run_1/clock_wires.png
Drawn at 8 px/um.
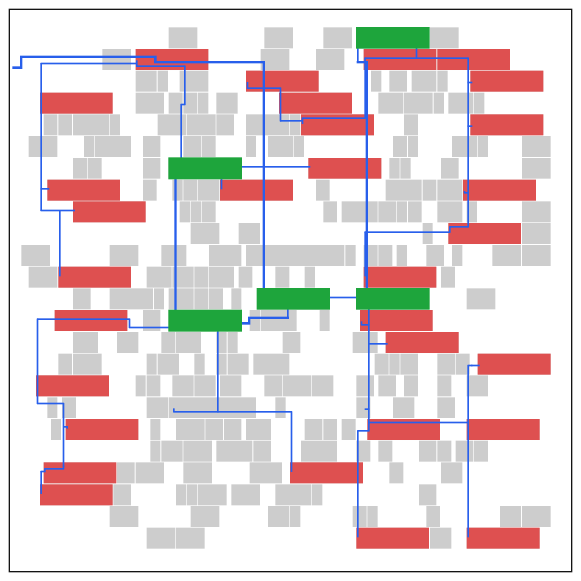
run_1/layers.png
Drawn at 8 px/um. Two of the layers only.
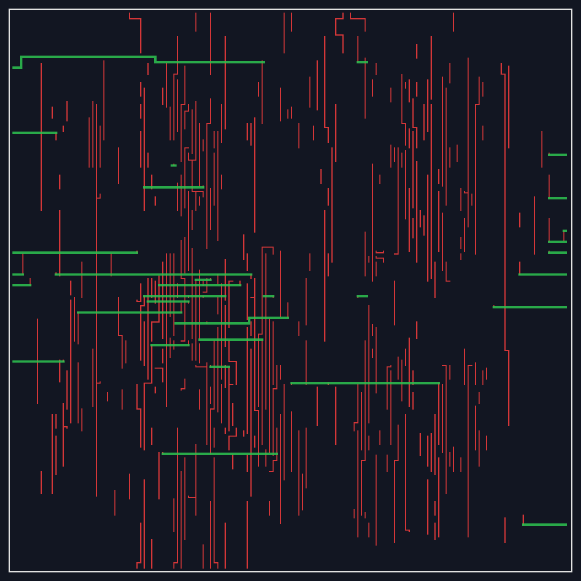
run_1/util_map.png
Drawn at 4 px/um. The die is cut into 7 by 7 equal tiles; white is low, dark blue is high, 0 to 100% covered.
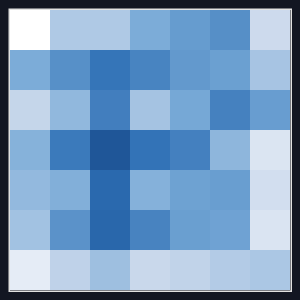
### src/rtl/conv_layer_input_sequencer.sv
// Command sequencer for the conv-layer input interface: one PRELOAD, then per row a
// run of SHIFTs with a LOAD between rows, each command answered by a matching ack.
module conv_layer_input_sequencer #(
  parameter int ROWS           = 6,
  parameter int SHIFTS_PER_ROW = 2,
  parameter int TIMEOUT        = 255,
  parameter int CNT_WIDTH      = 8
) (
  input  logic                 clk,
  input  logic                 rst_n,
  input  logic                 enable_i,
  input  logic                 start_i,
  input  logic                 abort_i,
  input  logic [1:0]           ack_i,
  output logic [1:0]           cmd_o,
  output logic                 busy_o,
  output logic                 done_o,
  output logic                 error_o,
  output logic [CNT_WIDTH-1:0] row_idx_o,
  output logic [CNT_WIDTH-1:0] shift_idx_o,
  output logic [3:0]           state_o
);

  localparam int WD_W = $clog2(TIMEOUT + 1);

  localparam logic [3:0] S_IDLE     = 4'd0;
  localparam logic [3:0] S_PRE_REQ  = 4'd1;
  localparam logic [3:0] S_PRE_WAIT = 4'd2;
  localparam logic [3:0] S_SH_REQ   = 4'd3;
  localparam logic [3:0] S_SH_WAIT  = 4'd4;
  localparam logic [3:0] S_LD_REQ   = 4'd5;
  localparam logic [3:0] S_LD_WAIT  = 4'd6;
  localparam logic [3:0] S_DONE     = 4'd7;
  localparam logic [3:0] S_ERR      = 4'd8;

  localparam logic [CNT_WIDTH-1:0] LAST_ROW   = CNT_WIDTH'(ROWS - 1);
  localparam logic [CNT_WIDTH-1:0] LAST_SHIFT = CNT_WIDTH'(SHIFTS_PER_ROW - 1);
  localparam logic [WD_W-1:0]      WD_LIMIT   = WD_W'(TIMEOUT - 1);
  localparam logic [WD_W-1:0]      WD_MAX     = WD_W'(TIMEOUT);

  logic [3:0]           state_q, state_d;
  logic [1:0]           cmd_q, cmd_d;
  logic [CNT_WIDTH-1:0] row_q, row_d;
  logic [CNT_WIDTH-1:0] shift_q, shift_d;
  logic [WD_W-1:0]      wd_q, wd_d;
  logic [1:0]           exp_ack;

  always_comb begin
    exp_ack = 2'd0;
    case (state_q)
      S_PRE_WAIT: exp_ack = 2'd1;
      S_SH_WAIT:  exp_ack = 2'd2;
      S_LD_WAIT:  exp_ack = 2'd3;
      default:    exp_ack = 2'd0;
    endcase
  end

  // Abort overrides everything; otherwise a low enable freezes all state.
  always_comb begin
    state_d = state_q;
    row_d   = row_q;
    shift_d = shift_q;
    wd_d    = wd_q;
    if (abort_i) begin
      state_d = S_IDLE;
    end else if (enable_i) begin
      case (state_q)
        S_IDLE: begin
          if (start_i) begin
            state_d = S_PRE_REQ;
            row_d   = '0;
            shift_d = '0;
          end
        end
        S_PRE_REQ: begin state_d = S_PRE_WAIT; wd_d = '0; end
        S_SH_REQ:  begin state_d = S_SH_WAIT;  wd_d = '0; end
        S_LD_REQ:  begin state_d = S_LD_WAIT;  wd_d = '0; end
        S_PRE_WAIT, S_SH_WAIT, S_LD_WAIT: begin
          // The expected ack is checked before the watchdog so it wins a tie.
          if (ack_i == exp_ack) begin
            if (state_q == S_PRE_WAIT) begin
              state_d = S_SH_REQ;
            end else if (state_q == S_SH_WAIT) begin
              shift_d = shift_q + CNT_WIDTH'(1);
              if (shift_q < LAST_SHIFT)  state_d = S_SH_REQ;
              else if (row_q < LAST_ROW) state_d = S_LD_REQ;
              else                       state_d = S_DONE;
            end else begin
              row_d   = row_q + CNT_WIDTH'(1);
              shift_d = '0;
              state_d = S_SH_REQ;
            end
          end else if (ack_i != 2'd0) begin
            state_d = S_ERR;
          end else if (wd_q >= WD_LIMIT) begin
            state_d = S_ERR;
          end else if (wd_q != WD_MAX) begin
            wd_d = wd_q + WD_W'(1);
          end
        end
        S_DONE:  state_d = S_IDLE;
        S_ERR:   state_d = S_ERR;
        default: state_d = S_IDLE;
      endcase
    end
  end

  // The command register follows the next state, so it holds while a REQ is stalled.
  always_comb begin
    cmd_d = 2'd0;
    case (state_d)
      S_PRE_REQ: cmd_d = 2'd1;
      S_SH_REQ:  cmd_d = 2'd2;
      S_LD_REQ:  cmd_d = 2'd3;
      default:   cmd_d = 2'd0;
    endcase
  end

  always_ff @(posedge clk or negedge rst_n) begin
    if (!rst_n) begin
      state_q <= S_IDLE;
      cmd_q   <= 2'd0;
      row_q   <= '0;
      shift_q <= '0;
      wd_q    <= '0;
    end else begin
      state_q <= state_d;
      cmd_q   <= cmd_d;
      row_q   <= row_d;
      shift_q <= shift_d;
      wd_q    <= wd_d;
    end
  end

  assign cmd_o       = enable_i ? cmd_q : 2'd0;
  assign busy_o      = (state_q != S_IDLE) && (state_q != S_ERR);
  assign done_o      = (state_q == S_DONE);
  assign error_o     = (state_q == S_ERR);
  assign row_idx_o   = row_q;
  assign shift_idx_o = shift_q;
  assign state_o     = state_q;

endmodule
### config.mk
export PLATFORM = sky130hd
export DESIGN_NAME = conv_layer_input_sequencer
export DESIGN_NICKNAME = d
export VERILOG_FILES = /design/src/rtl/conv_layer_input_sequencer.sv
export SDC_FILE = /design/constraint.sdc
export NUM_CORES = 1
export LEC_CHECK = 0
export CORE_UTILIZATION = 40
export CTS_BUF_LIST = sky130_fd_sc_hd__clkbuf_16
export CTS_CLUSTER_DIAMETER = 60
export DETAILED_ROUTE_END_ITERATION = 8
export SLEW_MARGIN = 40
export SYNTH_ARGS = -nofsm -noshare
export SYNTH_HDL_FRONTEND = slang
export SYNTH_SLANG_ARGS = --single-unit
### constraint.sdc
create_clock -name clk -period 3.41 [get_ports clk]
set_input_delay 0.341 -clock clk [delete_from_list [all_inputs] [get_ports clk]]
set_output_delay 0.341 -clock clk [all_outputs]
set_load 0.03 [all_outputs]
==> CHANGELOG.md, run 1 <==
### Metrics

* Status: finished, final reports clean
* VDD IR max at 0.2915 mV
* Pwr dens at 430.5 nW/um^2
* Tool warnings at 29
* Post-DP HPWL at 2965 um
* Largest stage delay, worst path at 0.60 ns
* Critical path's slowest cell: or4_1
* Critical path, cell by cell: inv_1 -> ha_1 -> or2_2 -> o211ai_1 -> a22oi_1 -> or4_1 -> nand2b_1 -> o31ai_1
* Top logic family: simple AND/OR/NAND/NOR gates
* Worst r2r src: wd_q[0]
* Yosys aoi share at 18.81%
* Final Worst Setup Slack at 0.8843 ns
* WP buf/inv at 1
* First-pass GRT wire length at 7369 um
* Rel. slew slack at 53.63%
* Die width at 70.11 um
* Final Hold Vio Count at 0
* Worst slack, placed at 0.6462 ns
* Slew Limit Fails at 0
* CP delay by family, top: simple AND/OR/NAND/NOR gates
* 1st-pass router iterations at 5
* Resized cells post-CTS at 0
* CTS tree: yes
* P_int at 0.7644 mW
* Most numerous logic cell after layout: clkdlybuf4s50_1
* Max Freq at 395.9 MHz
* # Max-Cap Violations at 0
* Largest net degree at the start of global routing at 31
* Commonest cells post-synth: dfrtp_1 (30), nor2_1 (22), nand2_1 (16), nand3_1 (16), o21ai_0 (14)
* Worst r2r dst: wd_q[4]
* ANT cells at 0
* Crit end category: flop
* Yosys cell count at 205
* # setup viols final at 0
* Post-synth top flop: dfrtp_1
* Die height at 70.11 um
* Post-CTS Hold Fix Bufs at 0
* Final hold slack at 0.4624 ns
* Reg clk slew, reported paths at 0.05 ns
* Area leader, netlist: dfrtp_1
* Synth Register Bits at 30
* Final TNS setup at 0 ns
* Antenna violations before repair at 0
* Layout cell share with drive strength beyond 1 at 10.04%
* DRT antenna net count at 0
* RSZ-0062 raised after global routing: no
* Gate Count Post-Synth at 205
* Yosys adder share at 4.046%
* R2R Setup Slk at 0.88 ns
* Dpl cells at 283
* Tot Pwr at 1.019 mW
* Combinational Power Share at 13.2%
* I/O Buffers at 31
* CTS Buffer Depth at 2
* Dominant cell by count in the synthesized netlist: dfrtp_1
* H-tree Lvls at 2
* Row cnt at 24
* DRT iter0 DRCs at 100
* Post-CTS Setup Bufs at 0
* Syn_area_per_cell at 9.051 um^2
* Top-area cell share at 40.46%
* Psw at 0.2547 mW
* Reg2Reg Depth at 8
-- clock_wires.png (at the start) --
- blue: clock wires (length 471 um)
- red: flip-flops (count 30)
- green: clock-net drivers (count 5)
- flops lie: all over the die
- routed clock nets: 6
Setup Skew: 0.002907 ns
Late-Pin Clk Latency: 0.27 ns
power share of the clock group: 48.7%

-- layers.png (at the start) --
- green: M3 (wire length 230 um)
- red: M2 (wire length 1940 um)
WL/cell: 14.48 um
Via Count: 1618
Routed Wire Length: 4215 um

-- util_map.png (at the start) --
- densest ninth of the die: center
- tiles over 75% full: 6.1%
- fullest tile: 85%
- nearly empty tiles: 2.0%
- mean over tiles: 47%
Pre-Place Util: 42.04%
Post-Route Utilization: 53.63%

run 1: how the worst max path moves through the flow:
stage,from,slack (ns),end,cells after the start
6_report,wd_q[0],0.88,wd_q[4],8
2_1_floorplan,state_o[0],1.19,row_idx_o[5],8
4_1_cts,wd_q[0],0.86,wd_q[4],8
3_3_place_gp,enable_i,0.69,row_idx_o[4],7
3_5_place_dp,enable_i,0.65,row_idx_o[7],7
5_1_grt,wd_q[0],0.67,wd_q[5],8
run 1: cells by family (layout without fill, tap and decap cells):
family,Yosys count,in the layout
AOI/OAI and AO/OA,46,46
xor gates and xnor gates,10,10
adders and majority gates,6,6
buffers and inverters,16,50
DFF,30,30
and+or+nand+nor,97,97
run 1: metal layers:
metal  wire length [um]  track usage (%)
met1               1963            25.02
met2               1943            30.13
met3                229            3.896
met4                 78            8.667
met5                  0                0
run 1: power by group through the flow:
stage | sequential (mW) | clock (mW) | combinational, mW
3_5_place_dp | 0.394 | 0 | 0.136
6_report | 0.388 | 0.497 | 0.135
3_3_place_gp | 0.394 | 0 | 0.135
4_1_cts | 0.388 | 0.509 | 0.136
2_1_floorplan | 0.407 | 0 | 0.0677
5_1_grt | 0.390 | 0.525 | 0.147
run 1: worst register-to-register path: stages, from the launching register on:
cell and delay, ns:
dfrtp_1 0.43, inv_1 0.06, ha_1 0.19, or2_2 0.28, o211ai_1 0.19, a22oi_1 0.08, or4_1 0.60, nand2b_1 0.32
o31ai_1 0.28
run 1: area by class of cell:
class                   instances  area (um^2)
repair buffers                 33        325.3
flip-flops and latches         30        750.7
multi-input cells             159         1027
well taps                      52        65.06
fillers                       424         2047
clock inverters                 3        40.04
clock buffers                   5        125.1
inverters                       9        33.78
run 1: state kept, by name (all words and copies together), names as in the netlist:
signal	flops
shift_idx_o	8
wd_q	8
row_idx_o	8
state_o	4
cmd_q	2
run_1/congestion_map.png
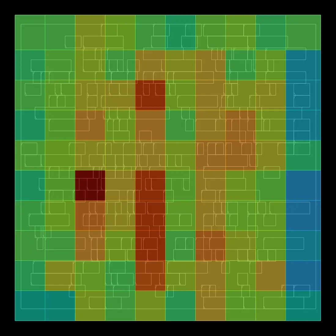

==> run 2: changes to the inputs <==
Clock period 3.41 ns to 2.55 ns, I/O delays scaled along.
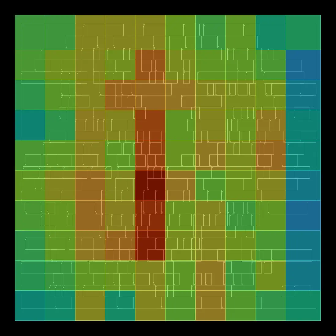
run_2/congestion_map.png
Total GRT Usage: 19.61%
WL/cell: 14.46 um
routing usage on met2: 30.13%

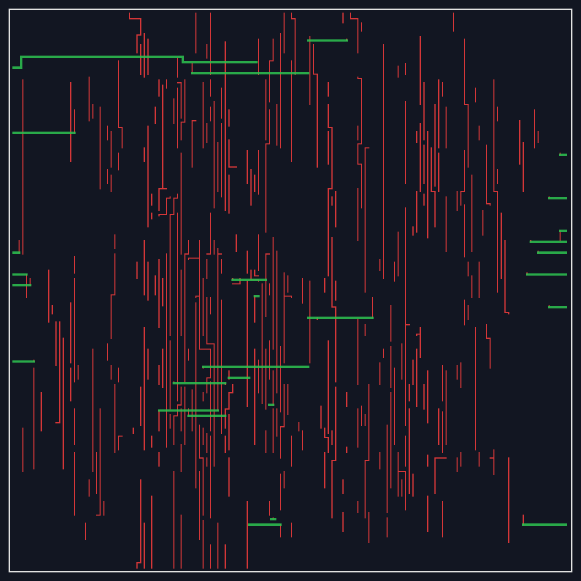
run_2/layers.png
Drawn at 8 px/um. Two of the layers only.
- green: M3 (wire length 141 um)
- red: M2 (wire length 1950 um)
Routed Wire Length: 4366 um
Via Count: 1648

==> run 2 against run 1 <==
Critical path depth shrank 5. Setup slack worse by 0.73 ns. Via count is 1.9% higher. Final cell count grew 3.8%. Core utilization grew 1.2 points. Die area is the same. Flip-flop count did not move.
==> CHANGELOG.md, run 2 <==
### Metrics

* Status: finished, final reports clean
* Layout cell share with drive strength beyond 1 at 13.20%
* Startpoint types: flop
* CTS Buffer Depth at 2
* Pre-Place Util at 42.04%
* CTS Sinks at 30
* Yosys cell count at 205
* Area figure in the yosys stat output at 1856 um^2
* GP Congestion at 0.8301
* Most numerous logic cell after layout: clkdlybuf4s50_1
* CTS tree: yes
* Top-area cell share at 40.46%
* Fillers at 433
* Post-DP HPWL at 3039 um
* Post-Syn Area at 1856 um^2
* H-tree Lvls at 2
* Post-synth top flop: dfrtp_1
* Register area at 750.7 um^2
* Resized cells post-CTS at 0
* 1st-pass router iterations at 4
* # Max-Cap Violations at 0
* Post-Route Utilization at 54.88%
* Synth Register Bits at 30
* DRT iter0 DRCs at 84
* Final TNS setup at 0 ns
* WP buf/inv at 1
* I/O Buffers at 31
* P_leak at 1.019 nW
* Vias per cell at 5.457
* Tot Pwr at 1.267 mW
* Number of global-route vias before repair at 1614
* Dpl cells at 294
* Row cnt at 24
* Residual DRC count at 0
* Worst slack, placed at 0.1904 ns
* R2R Setup Slk at 0.25 ns
* Critical path, cell by cell: or3_2 -> nor2_1 -> clkdlybuf4s50_1
* Logic area at 1027 um^2
* Critical path's slowest cell: clkdlybuf4s50_1
* Reg2Reg Depth at 8
* Post-synth seq share at 40.46%
* FFs w/ async S/R, synth at 100.0%
* Pwr dens at 523.1 nW/um^2
* Dominant cell by count in the synthesized netlist: dfrtp_1
* GR Util met3 at 5.051%
* Final Hold Vio Count at 0
* Die width at 70.11 um
* RSZ-0062 raised after global routing: no
* Largest net degree at the start of global routing at 31
* Die height at 70.11 um
* First-pass GRT wire length at 7548 um
* Grt peak-use layer: met2
* Gate Count Post-Synth at 205
* Max Freq at 417.7 MHz
* DIE AREA at 4915 um^2
* DRT antenna net count at 0
* CP delay by family, top: buffers and inverters
* Rel. slew slack at 69.02%
* Worst r2r src: wd_q[0]
* Area leader, netlist: dfrtp_1
* Total CTS buffers at 5
* Crit path DAT at 2.14 ns
* NumNets Final at 262
* Commonest cells post-synth: dfrtp_1 (30), nor2_1 (22), nand2_1 (16), nand3_1 (16), o21ai_0 (14)
* # setup viols final at 0
* Late-Pin Clk Latency at 0.27 ns
* Setup Skew at 0.005249 ns
* Tool warnings at 29
* Crit end category: output pin
* Syn_area_per_cell at 9.051 um^2
* Yosys warns at 0
* Met1 global-route usage at 25.99%
* CTS Root Cell: clkbuf_16
* Worst r2r dst: wd_q[3]
* Final Worst Setup Slack at 0.1559 ns
* Slew Limit Fails at 0
* Core Area at 4414 um^2
* Antenna violations before repair at 0
* Num ports at 32
* CP required at 2.30 ns
* VDD IR max at 0.3287 mV
* Reg clk slew, reported paths at 0.05 ns
* Post-CTS Setup Bufs at 0
* Largest stage delay, worst path at 0.68 ns
* ANT cells at 0
* Post-CTS Hold Fix Bufs at 0
run 2: how the worst max path moves through the flow:
| stage | slack, ns | depth (start not counted) | startpoint | endpoint |
|---|---|---|---|---|
| after floorplan | 0.33 | 8 | state_o[0] | row_idx_o[5] |
| after global placement | 0.24 | 7 | ack_i[1] | cmd_q[1] |
| after detailed placement | 0.19 | 7 | ack_i[1] | cmd_q[1] |
| after CTS | 0.15 | 3 | state_o[1] | error_o |
| after global routing | 0.06 | 8 | wd_q[0] | wd_q[5] |
| final | 0.16 | 3 | state_o[1] | error_o |
run 2: per-layer routing:
metal,part of all wire [%],vias to the layer above
met5,0,-
met3,3.2,10
li1,-,826
met1,50,781
met2,45,31
met4,2.3,0
run 2: final cells by class:
type	count	area share (%)
multi-input cells	159	42.41
flip-flops and latches	30	30.99
repair buffers	44	16.84
clock buffers	5	5.165
well taps	52	2.686
inverters	9	1.395
clock inverters	3	0.5165
run 2: metrics by stage:
stage | area [um^2] | hold WS [ns]
2_1_floorplan | 1856 | -0.04059
3_3_place_gp | 2285 | 0.4634
3_5_place_dp | 2285 | 0.4674
4_1_cts | 2422 | 0.4011
5_1_grt | 2422 | 0.4497
6_report | 2422 | 0.3742
run 2: power by group:
group	total (mW)	leakage [nW]	internal [mW]	switching, mW
registers	0.517	0.416	0.493	0.0244
clock network	0.558	0.0724	0.352	0.206
logic	0.192	0.531	0.0820	0.110
run 2: cell families after synthesis:
kind of cell | share of synthesized area, %
AND/OR/NAND/NOR | 27.78
XOR/XNOR | 4.720
adder cells (fa/ha/maj) | 4.046
buffers and inverters | 4.180
AND-OR/OR-AND | 18.81
flip-flops | 40.46
run_2/clock_wires.png
Drawn at 8 px/um.
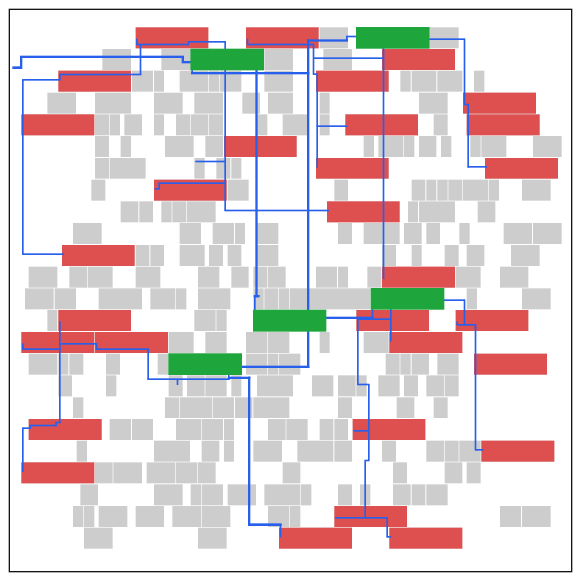

==> run 3: changes to the inputs <==
Settings changed: CAP_MARGIN set to 10, CELL_PAD_IN_SITES_DETAIL_PLACEMENT set to 1, CELL_PAD_IN_SITES_GLOBAL_PLACEMENT set to 2, CORE_UTILIZATION 40 to 30, PLACE_DENSITY_LB_ADDON set to 0.1.
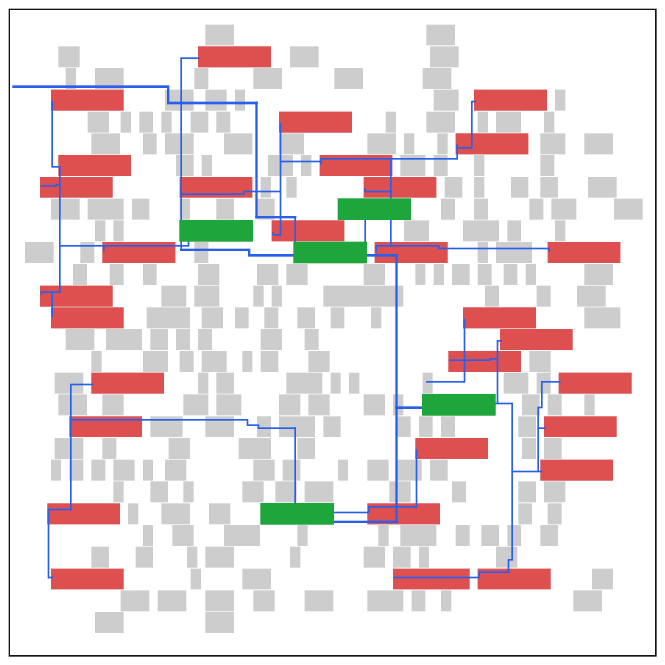
run_3/clock_wires.png
Drawn at 8 px/um.
- green: clock-net drivers (count 5)
- red: flip-flops (count 30)
- blue: clock wires (length 504 um)
- routed clock nets: 6
power share of the clock group: 44.0%
Clk power: 0.563 mW
Late-Pin Clk Latency: 0.28 ns
Setup Skew: 0.003987 ns

==> run 3 against run 2 <==
Sequential share of layout area decreased by 0.42 points. Total power increased by 1.1%. Area after synthesis unchanged. Sequential power about the same. Non-clock buffer count unchanged. Final area increased by 1.5%. Clock power increased by 0.9%. Synthesized cell count unchanged. Critical path type unchanged. Critical endpoint unchanged. Largest power group unchanged.
==> CHANGELOG.md, run 3 <==
### Metrics

* Status: finished, final reports clean
* Post-synth top flop: dfrtp_1
* # setup viols final at 0
* Largest net degree at the start of global routing at 31
* Yosys adder share at 4.046%
* Crit path DAT at 2.13 ns
* Yosys warns at 0
* Slew Limit Fails at 0
* XOR/XNOR Fraction of Synth Area at 4.720%
* DRT met1 WL at 2526 um
* Yosys aoi share at 18.81%
* FFs w/ async S/R, synth at 100.0%
* # Max-Cap Violations at 0
* CP required at 2.30 ns
* Post-synth seq share at 40.46%
* CTS Buffer Depth at 2
* Reg clk slew, reported paths at 0.05 ns
* Highest metal used: met4
* Dominant cell by count in the synthesized netlist: dfrtp_1
* Vias per cell at 5.252
* Post-CTS Setup Bufs at 0
* P_leak at 1.019 nW
* Worst r2r src: shift_idx_o[0]
* Met3 WL at 148 um
* DRT antenna net count at 0
* WP buf/inv at 1
* Top logic family: simple AND/OR/NAND/NOR gates
* Number of global-route vias before repair at 1839
* NumNets Final at 262
* Synth Register Bits at 30
* Layout cell share with drive strength beyond 1 at 14.40%
* Area leader, netlist: dfrtp_1
* Met2 wire len at 2524 um
* Largest stage delay, worst path at 0.68 ns
* Commonest cells post-synth: dfrtp_1 (30), nor2_1 (22), nand2_1 (16), nand3_1 (16), o21ai_0 (14)
* Die height at 80.65 um
* Gate Count Post-Synth at 205
* Row cnt at 28
* DIE AREA at 6504 um^2
* Post-DP HPWL at 3896 um
* Yosys simple share at 27.78%
* Residual DRC count at 0
* CTS tree: yes
* Pwr dens at 521.0 nW/um^2
* Startpoint types: flop
* Post-Route Utilization at 41.30%
* Pre-Place Util at 31.16%
* Grt peak-use layer: met2
* I/O Buffers at 31
* Final Hold Vio Count at 0
* CP delay by family, top: buffers and inverters
* Final Worst Setup Slack at 0.1624 ns
* Worst slack, placed at 0.1800 ns
* Post-Syn Area at 1856 um^2
* Tool warnings at 29
* Yosys cell count at 205
* ANT cells at 0
* Worst setup path startpoint: state_o[1]
* Critical path, cell by cell: or3_2 -> nor2_1 -> clkdlybuf4s50_1
* GP Congestion at 0.7512
* Antenna violations before repair at 0
* Core Area at 5956 um^2
* Total CTS buffers at 5
* Num ports at 32
* CTS Sinks at 30
* CTS Root Cell: clkbuf_16
* Met1 global-route usage at 23.40%
* Die width at 80.65 um
* Top-area cell share at 40.46%
* Syn_area_per_cell at 9.051 um^2
* DRT iter0 DRCs at 49
* Max Freq at 418.8 MHz
* Synth mux share at 0%
* Routing usage on met2 at 31.19%
* Most numerous logic cell after layout: clkdlybuf4s50_1
* VDD IR max at 0.2642 mV
* Crit end category: output pin
* Final TNS setup at 0 ns
* First-pass GRT wire length at 9032 um
* H-tree Lvls at 2
* Critical path's slowest cell: clkdlybuf4s50_1
* RSZ-0062 raised after global routing: no
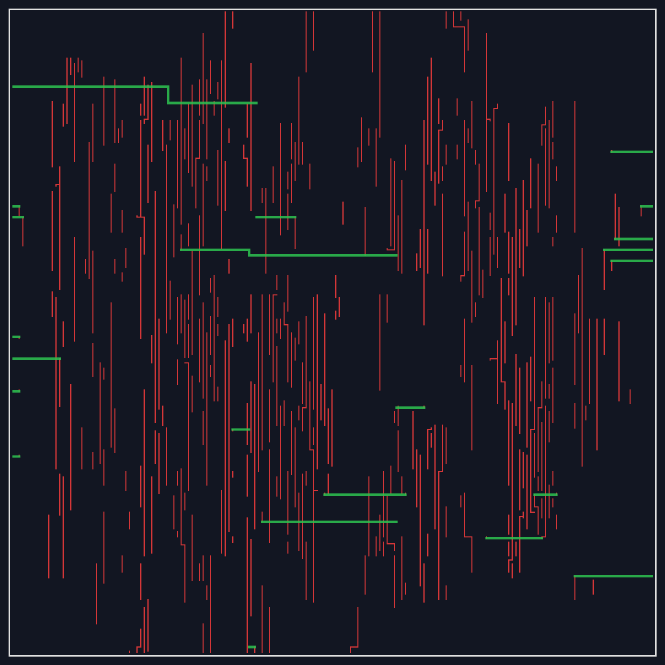
run_3/layers.png
Drawn at 8 px/um. Two of the layers only.
- green: M3 (wire length 149 um)
- red: M2 (wire length 2520 um)
Total GRT Usage: 18.51%
Via Count: 1707
WL/cell: 16.23 um
Routed Wire Length: 5275 um

[run 3: cell counts after synthesis]
No cell type changed its count.
[run 3: worst paths after layout]
| kind | endpoint | slack, ns | depth (start not counted) |
|---|---|---|---|
| worst max-delay path | error_o | 0.16 | 3 |
| worst min-delay path | cmd_q[0] | 0.38 | 2 |
| worst max register to register | cmd_q[1] | 0.28 | 8 |
| worst min register to register | wd_q[4] | 0.48 | 1 |
| max in group asynchronous | wd_q[0] | 1.86 | 2 |
| min in group clk | wd_q[4] | 0.48 | 1 |
[run 3: report_power, final]
part / total, mW / switching [mW] / internal [mW]
clock network: 0.563 / 0.211 / 0.352
registers: 0.519 / 0.0261 / 0.493
logic: 0.199 / 0.115 / 0.0839
total: 1.28 / 0.353 / 0.929
[run 3: through the flow]
step | instances | cell area, um^2 | hold slack, ns
after global placement | 317 | 2313 | 0.4587
after CTS | 325 | 2451 | 0.4016
after global routing | 325 | 2460 | 0.4206
after floorplan | 205 | 1856 | -0.04059
after detailed placement | 317 | 2313 | 0.4677
final | 325 | 2460 | 0.3800
[run 3: logic make-up (layout without fill, tap and decap cells)]
family                     after synthesis  count (layout)
adders and majority gates                6               6
DFF                                     30              30
xor gates and xnor gates                10              10
and+or+nand+nor                         97              97
AOI/OAI and AO/OA                       46              46
buffers and inverters                   16              61
[run 3: timing repair]
action,CTS,global route
hold buffers,0,0
endpoints found under the setup margin,0,4
gates resized,0,4
[run 3: layout make-up]
| type | instances | area [um^2] |
|---|---|---|
| fill | 698 | 3496 |
| clock buffer | 5 | 125.1 |
| timing repair buffer | 44 | 407.9 |
| sequential | 30 | 752.0 |
| inverter | 9 | 33.78 |
| multi-input combinational | 159 | 1035 |
| tap | 75 | 93.84 |
| clock inverter | 3 | 12.51 |
Power figures rest on the tool's default switching activity, not on a simulated workload.
